==> images/layers.png <==
The bar under the picture is 50 um long. Two of the layers only.
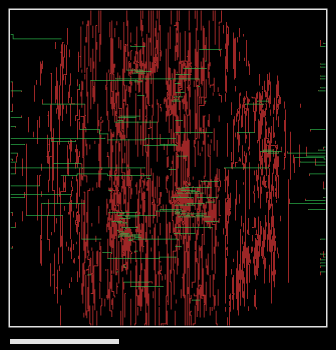
==> images/congestion_map.png <==
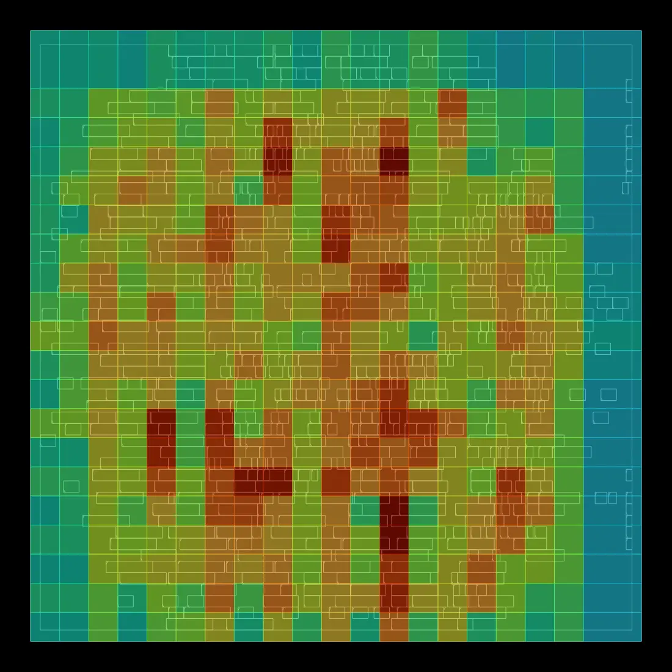
==> images/util_map.png <==
The die is cut into 14 by 14 equal tiles; black is low, pale yellow is high, 0 to 100% covered.
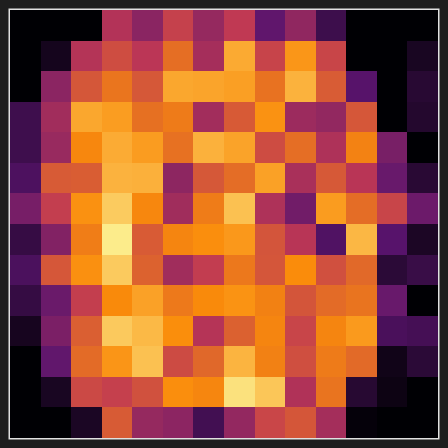
## config.mk

```make
export PLATFORM = sky130hd
export DESIGN_NAME = arb_req_port
export DESIGN_NICKNAME = d
export VERILOG_FILES = /design/src/rtl/arb_pkg.sv /design/src/rtl/arb_cmd_fifo.sv /design/src/rtl/arb_req_port.sv
export SDC_FILE = /design/constraint.sdc
export NUM_CORES = 1
export LEC_CHECK = 0
export CAP_MARGIN = 20
export CORE_MARGIN = 2
export CORE_UTILIZATION = 45
export DETAILED_ROUTE_END_ITERATION = 6
export PLACE_DENSITY = 0.66
export SLEW_MARGIN = 5
export SYNTH_ARGS = -nofsm -noshare
export SYNTH_HDL_FRONTEND = slang
export SYNTH_HIERARCHICAL = 1
export SYNTH_SLANG_ARGS = --single-unit
```

## constraint.sdc

```tcl
create_clock -name clk -period 5.16 [get_ports clk]
set_clock_uncertainty 0.1 [all_clocks]
set_input_delay 1.29 -clock clk [delete_from_list [all_inputs] [get_ports clk]]
set_output_delay 1.29 -clock clk [all_outputs]
set_load 0.01 [all_outputs]
```

## src/rtl/arb_pkg.sv

```systemverilog
// Shared types for the arbiter request port: requester count, burst limits, FSM states, command payload.
// Latency: n/a (types and constants only).
// Backpressure: n/a.
package arb_pkg;

  localparam int NREQ      = 8;
  localparam int MAX_BEATS = 8;
  localparam int LEN_W     = $clog2(MAX_BEATS);

  typedef enum logic [1:0] {
    ST_IDLE,
    ST_REQ,
    ST_BURST,
    ST_RELEASE
  } arb_port_state_t;

  // One queued burst: start byte address and beats-minus-one.
  typedef struct packed {
    logic [31:0]      adr;
    logic [LEN_W-1:0] len;
  } cmd_t;

endpackage

```

## src/rtl/arb_cmd_fifo.sv

```systemverilog
// Synchronous command FIFO holding {adr,len} burst descriptors, DEPTH entries (power of two).
// Latency: a pushed entry is visible at the head one cycle after the push edge.
// Backpressure: full blocks pushes (dropped), empty blocks pops; push and pop may share a cycle.
// Ports: clk/rst_n; push, push_dat, full; pop, head, empty.
module arb_cmd_fifo
  import arb_pkg::*;
#(
  parameter int DEPTH = 4
) (
  input  logic clk,
  input  logic rst_n,
  input  logic push,
  input  cmd_t push_dat,
  output logic full,
  input  logic pop,
  output cmd_t head,
  output logic empty
);

  localparam int AW = $clog2(DEPTH);

  cmd_t        mem [DEPTH];
  logic [AW:0] wr_ptr;
  logic [AW:0] rd_ptr;
  logic        do_push;
  logic        do_pop;

  // Extra pointer bit distinguishes full from empty when the indices match.
  assign empty   = (wr_ptr == rd_ptr);
  assign full    = (wr_ptr[AW] != rd_ptr[AW]) && (wr_ptr[AW-1:0] == rd_ptr[AW-1:0]);
  assign do_push = push && !full;
  assign do_pop  = pop && !empty;
  assign head    = mem[rd_ptr[AW-1:0]];

  always_ff @(posedge clk or negedge rst_n) begin
    if (!rst_n) begin
      wr_ptr <= '0;
      rd_ptr <= '0;
    end else begin
      if (do_push) wr_ptr <= wr_ptr + (AW+1)'(1);
      if (do_pop)  rd_ptr <= rd_ptr + (AW+1)'(1);
    end
  end

  // Storage needs no reset: entries are only read after being written.
  always_ff @(posedge clk) begin
    if (do_push) mem[wr_ptr[AW-1:0]] <= push_dat;
  end

endmodule

```

## src/rtl/arb_req_port.sv

```systemverilog
// Arbiter requester port: queues burst commands, requests/locks the bus, walks beats with a watchdog.
// Latency: command visible as req_o two cycles after acceptance; bus_cyc_o one cycle after grant.
// Backpressure: cmd_ready_o low while the command FIFO is full; bus beats advance only on bus_ack_i.
// Ports: cmd_* command intake; req_o/lock_o/sel_i arbiter handshake; bus_* burst master; done_o/err_o pulses.
module arb_req_port
  import arb_pkg::*;
#(
  parameter int ID    = 0,
  parameter int DEPTH = 4,
  parameter int TMO   = 255
) (
  input  logic            clk,
  input  logic            rst_n,
  input  logic            ce,
  input  logic            cmd_valid_i,
  output logic            cmd_ready_o,
  input  logic [31:0]     cmd_adr_i,
  input  logic [2:0]      cmd_len_i,
  output logic [NREQ-1:0] req_o,
  output logic [NREQ-1:0] lock_o,
  input  logic [NREQ-1:0] sel_i,
  output logic            bus_cyc_o,
  output logic [31:0]     bus_adr_o,
  input  logic            bus_ack_i,
  output logic            done_o,
  output logic            err_o
);

  localparam logic [NREQ-1:0] ID_BIT = NREQ'(1) << ID;
  localparam int              WDOG_W = (TMO > 1) ? $clog2(TMO) : 1;
  localparam logic [WDOG_W-1:0] WDOG_LAST = WDOG_W'(TMO - 1);

  arb_port_state_t  state;
  logic [LEN_W-1:0] cnt;
  logic [WDOG_W-1:0] wdog;
  cmd_t             push_dat;
  cmd_t             head;
  logic             fifo_full;
  logic             fifo_empty;
  logic             grant;
  logic             in_burst;
  logic             active;
  logic             last_ack;
  logic             tmo_hit;
  logic             abort;
  logic             pop;
  logic             unused_sel;

  // Grant bits of the other requesters are not ours to act on.
  assign unused_sel = ^sel_i;

  assign push_dat    = '{adr: cmd_adr_i, len: cmd_len_i};
  assign cmd_ready_o = !fifo_full;

  arb_cmd_fifo #(.DEPTH(DEPTH)) u_fifo (
    .clk      (clk),
    .rst_n    (rst_n),
    .push     (cmd_valid_i),
    .push_dat (push_dat),
    .full     (fifo_full),
    .pop      (pop),
    .head     (head),
    .empty    (fifo_empty)
  );

  assign grant    = sel_i[ID];
  assign in_burst = (state == ST_BURST);
  assign active   = (state == ST_REQ) || in_burst;
  assign last_ack = in_burst && bus_ack_i && (cnt == '0);
  // TMO-th consecutive burst cycle with no ack.
  assign tmo_hit  = in_burst && !bus_ack_i && (wdog == WDOG_LAST);
  // A completing final beat wins over a simultaneous grant loss.
  assign abort    = in_burst && !last_ack && (!grant || tmo_hit);
  // REQ is only entered with a non-empty FIFO, so the head is valid here.
  assign pop      = (state == ST_REQ) && grant;

  assign req_o  = active ? ID_BIT : '0;
  // Combinational so the lock is up in the very cycle the grant first appears,
  // and drops in the cycle the bus is being let go.
  assign lock_o = (grant && active && !last_ack && !abort) ? ID_BIT : '0;

  always_ff @(posedge clk or negedge rst_n) begin
    if (!rst_n) begin
      state     <= ST_IDLE;
      cnt       <= '0;
      wdog      <= '0;
      bus_cyc_o <= 1'b0;
      bus_adr_o <= '0;
      done_o    <= 1'b0;
      err_o     <= 1'b0;
    end else begin
      done_o <= 1'b0;
      err_o  <= 1'b0;
      case (state)
        ST_IDLE: begin
          if (!fifo_empty) state <= ST_REQ;
        end
        ST_REQ: begin
          if (grant) begin
            state     <= ST_BURST;
            cnt       <= head.len;
            bus_adr_o <= head.adr;
            bus_cyc_o <= 1'b1;
            wdog      <= '0;
          end
        end
        ST_BURST: begin
          if (last_ack) begin
            done_o    <= 1'b1;
            bus_cyc_o <= 1'b0;
            wdog      <= '0;
            state     <= ST_RELEASE;
          end else if (abort) begin
            // Remaining beats of this burst are discarded.
            err_o     <= 1'b1;
            bus_cyc_o <= 1'b0;
            cnt       <= '0;
            wdog      <= '0;
            state     <= ST_RELEASE;
          end else if (bus_ack_i) begin
            cnt       <= cnt - LEN_W'(1);
            bus_adr_o <= bus_adr_o + 32'd4;
            wdog      <= '0;
          end else begin
            wdog <= wdog + WDOG_W'(1);
          end
        end
        ST_RELEASE: begin
          // Stay off the arbiter for one enabled arbiter cycle so it rotates.
          if (ce) state <= fifo_empty ? ST_IDLE : ST_REQ;
        end
        default: state <= ST_IDLE;
      endcase
    end
  end

endmodule

```

==> summary.txt <==
run metrics: status=finished, final reports clean, placed instance area=9817 um2, Cell Rows=51, Area growth, synth to finish=16.37%, chip area=20,980 um2, hold depth=1, Registers, synthesis=194, aoi share=0.09265, Post-synth EDFFs=140, Global Route Usage Sum=0.1981, Crit Path Max Fanout=5, Hold WC Path Type=register to register, pin slew with the least headroom to its limit=991.0 ps, DP HPWL=12.17 mm, PortBufs=78, First-pass DRT Iterations=6, vias=5,573, clock root cell=clkbuf_16, Unique masters post-synth=75, Main synth FF type=edfxtp_1, Die H=144.8 um, width of the die=144.8 um, final wirelength=19.54 mm, setup repair bufs after CTS=0, n_diodes=0, Syn Area/Cell=14.42 um2, unrepaired setup endpoints after global routing=no, Adder Share, Synth=0.02243, Tool Warnings=42, Yosys Instances=619, setup TNS=0 ps, synthesized instance count=619, Final GP Congestion=0.8169, period utilization=0.8246, max_slew headroom=0.3393, Hold Vio Cnt, Final=0, number of synthesis warnings=6, Max IR drop VDD=0.3193 mV, Post-Layout Inst Area=10,390 um2, commonest cells after routing, fill and taps aside=140 x edfxtp_1, 77 x clkdlybuf4s50_1, 53 x dfrtp_1, Congestion Overflow GR=0, Wirelength per Cell=20.23 um, cells resized by post-CTS repair=0, Max Cap Viol=0, Seq share, synth=0.6224, critical path endpoint category=primary output, IO Pins=100, CTS Hold Buffers Added=0, PD cells=628.2 nW/um2, DRC errors left=0, dpl cells=935, Critical Path RT=3770 ps, xor/xnor share=0.01135, antenna violations before repair=0, antenna-violating nets left=0, mux frac, synth=0.09658, Hold WS=410.8 ps, fin crit period=4255 ps, Num CTS Buffers=17, gr busiest metal=met2, number of global-route vias before repair=5,678, critical path type=input port to primary output, # H-tree levels=4, Static Leak=3.611 nW, met3 Usage GRT=0.04113, TritonCTS Sinks=194, layout cells sized above 1=0.1469, startpoint types=input port, non-filler cells, final=966, Top non-seq family=simple AND/OR/NAND/NOR gates, first-pass GRT wire length=31.05 mm, Post-synth ARST share=0.2784, starting DRC count in detailed routing=570, largest net degree at the start of global routing=55, CTS Buffer Depth=2, worst-case reg-to-reg path depth=7, fin nets=753, CTS tree=done, yosys stat area=8926 um2, Basic Gates by Area=0.1046, Initial Util=0.4586, fmax=235.0 MHz, Pins Over Slew Limit=0, core area=19,460 um2, Synth Cell Area=8926 um2, CP arrival=2860 ps, Worst-path clk slew=70 ps, Clock Latency Late Sink=430 ps
-- layers.png (at the start) --
M2: shown in red, wire length 9,760 um. M3: shown in green, wire length 1,170 um.

-- congestion_map.png (at the start) --
met2 Usage GRT: 0.3319
Layout Utilization: 0.5337
GR Util met1: 0.2555

-- util_map.png (at the start) --
The fullest tile reaches 96%. 20% of the tiles are over 75% full. 11% of the tiles are nearly empty. The emptiest ninth of the die: upper right. The mean over all tiles is 48%.

-- cells in the mapped netlist, drive strengths merged (2+ instances only) --
master,n,area (um2)
and3,16,117.6
and2b,2,15.01
a21oi,32,163.9
o31ai,6,45.04
xor2,4,50.05
a32oi,2,17.52
mux2,3,33.78
nor3,8,45.04
edfxtp,140,4204
o22a,2,17.52
nand3,21,110.1
buf,39,295.3
o32ai,2,17.52
a311oi,4,35.03
mux2i,4,40.04
o21ai,14,70.07
nand2b,7,43.79
a31oi,2,18.77
o211ai,10,75.07
inv,22,82.58
xnor2,5,51.30
a211oi,7,52.55
a2bb2oi,8,70.07
o41ai,2,17.52
mux4,35,788.3
nor4,3,18.77
and2,4,27.53
nand4,25,177.7
nor2,21,78.83
ha,16,200.2
o2bb2ai,2,17.52
and4,9,85.08
clkbuf,12,65.07
or4,3,22.52
o22ai,15,93.84
dfrtp,54,1351
nand2,38,145.1
-- worst paths after layout --
check | from | end | slack [ps]
min in group asynchronous | rst_n | u_fifo/rd_ptr[0]$_DFFE_PN0P_ | 900
max in group asynchronous | rst_n | u_fifo/rd_ptr[0]$_DFFE_PN0P_ | 3550
worst max register to register | state[0]$_DFFE_PN0P_ | cnt[1]$_DFFE_PN0P_ | 1950
worst min register to register | cnt[2]$_DFFE_PN0P_ | cnt[2]$_DFFE_PN0P_ | 410
worst max-delay path | bus_ack_i | lock_o[0] | 910
worst min-delay path | cnt[2]$_DFFE_PN0P_ | cnt[2]$_DFFE_PN0P_ | 410
-- metrics by stage --
| stage | util | worst slack (ps) | power, mW |
|---|---|---|---|
| 6_report | 0.5337 | 905.2 | 6.526 |
| 5_1_grt | 0.5337 | 805.6 | 6.918 |
| 4_1_cts | 0.5337 | 913.2 | 6.567 |
| 3_5_place_dp | 0.5044 | 922.5 | 5.263 |
| 3_3_place_gp | 0.5044 | 920.4 | 5.165 |
| 2_1_floorplan | - | 2001 | 4.396 |
-- routing by layer --
metal  vias up  routed length, um  share of wire
met5         -                  0              0
met1      2763               8242           0.42
met3        35               1165          0.060
li1       2543                  -              -
met2       232               9759           0.50
met4         0                376          0.019
-- cell type report --
type	instances	area, um2
clock inverters	14	145.1
well taps	265	331.6
flip-flops and latches	194	5557
repair buffers	89	858.3
inverters	22	82.58
multi-input cells	365	2988
fillers	1582	9075
clock buffers	17	425.4
-- flip-flops by register name, indices dropped and copies added (netlist names) --
name and count:
bus_adr_o 32, bus_cyc_o 1, cnt 3, done_o 1, err_o 1, state 2
u_fifo/mem 140, u_fifo/rd_ptr 3, u_fifo/wr_ptr 3, wdog 8
-- report_power, final --
group / switching [mW] / internal [mW]
clock network: 0.608 / 0.679
logic: 1.56 / 1.24
registers: 0.314 / 2.13
-- critical path, cell delays in order --
cell             delay (ps)
clkdlybuf4s50_1         480
nand4b_1                280
o21ai_0                 210
a21oi_1                 100
clkdlybuf4s50_1         520
-- logic make-up after synthesis --
group / after synthesis
adders and majority gates: 16
other: 1
and+or+nand+nor: 163
muxes: 42
AOI/OAI and AO/OA: 121
xor gates and xnor gates: 9
buffers and inverters: 73
DFF: 194
No activity file was given, so power comes from the tool's default toggle rates.
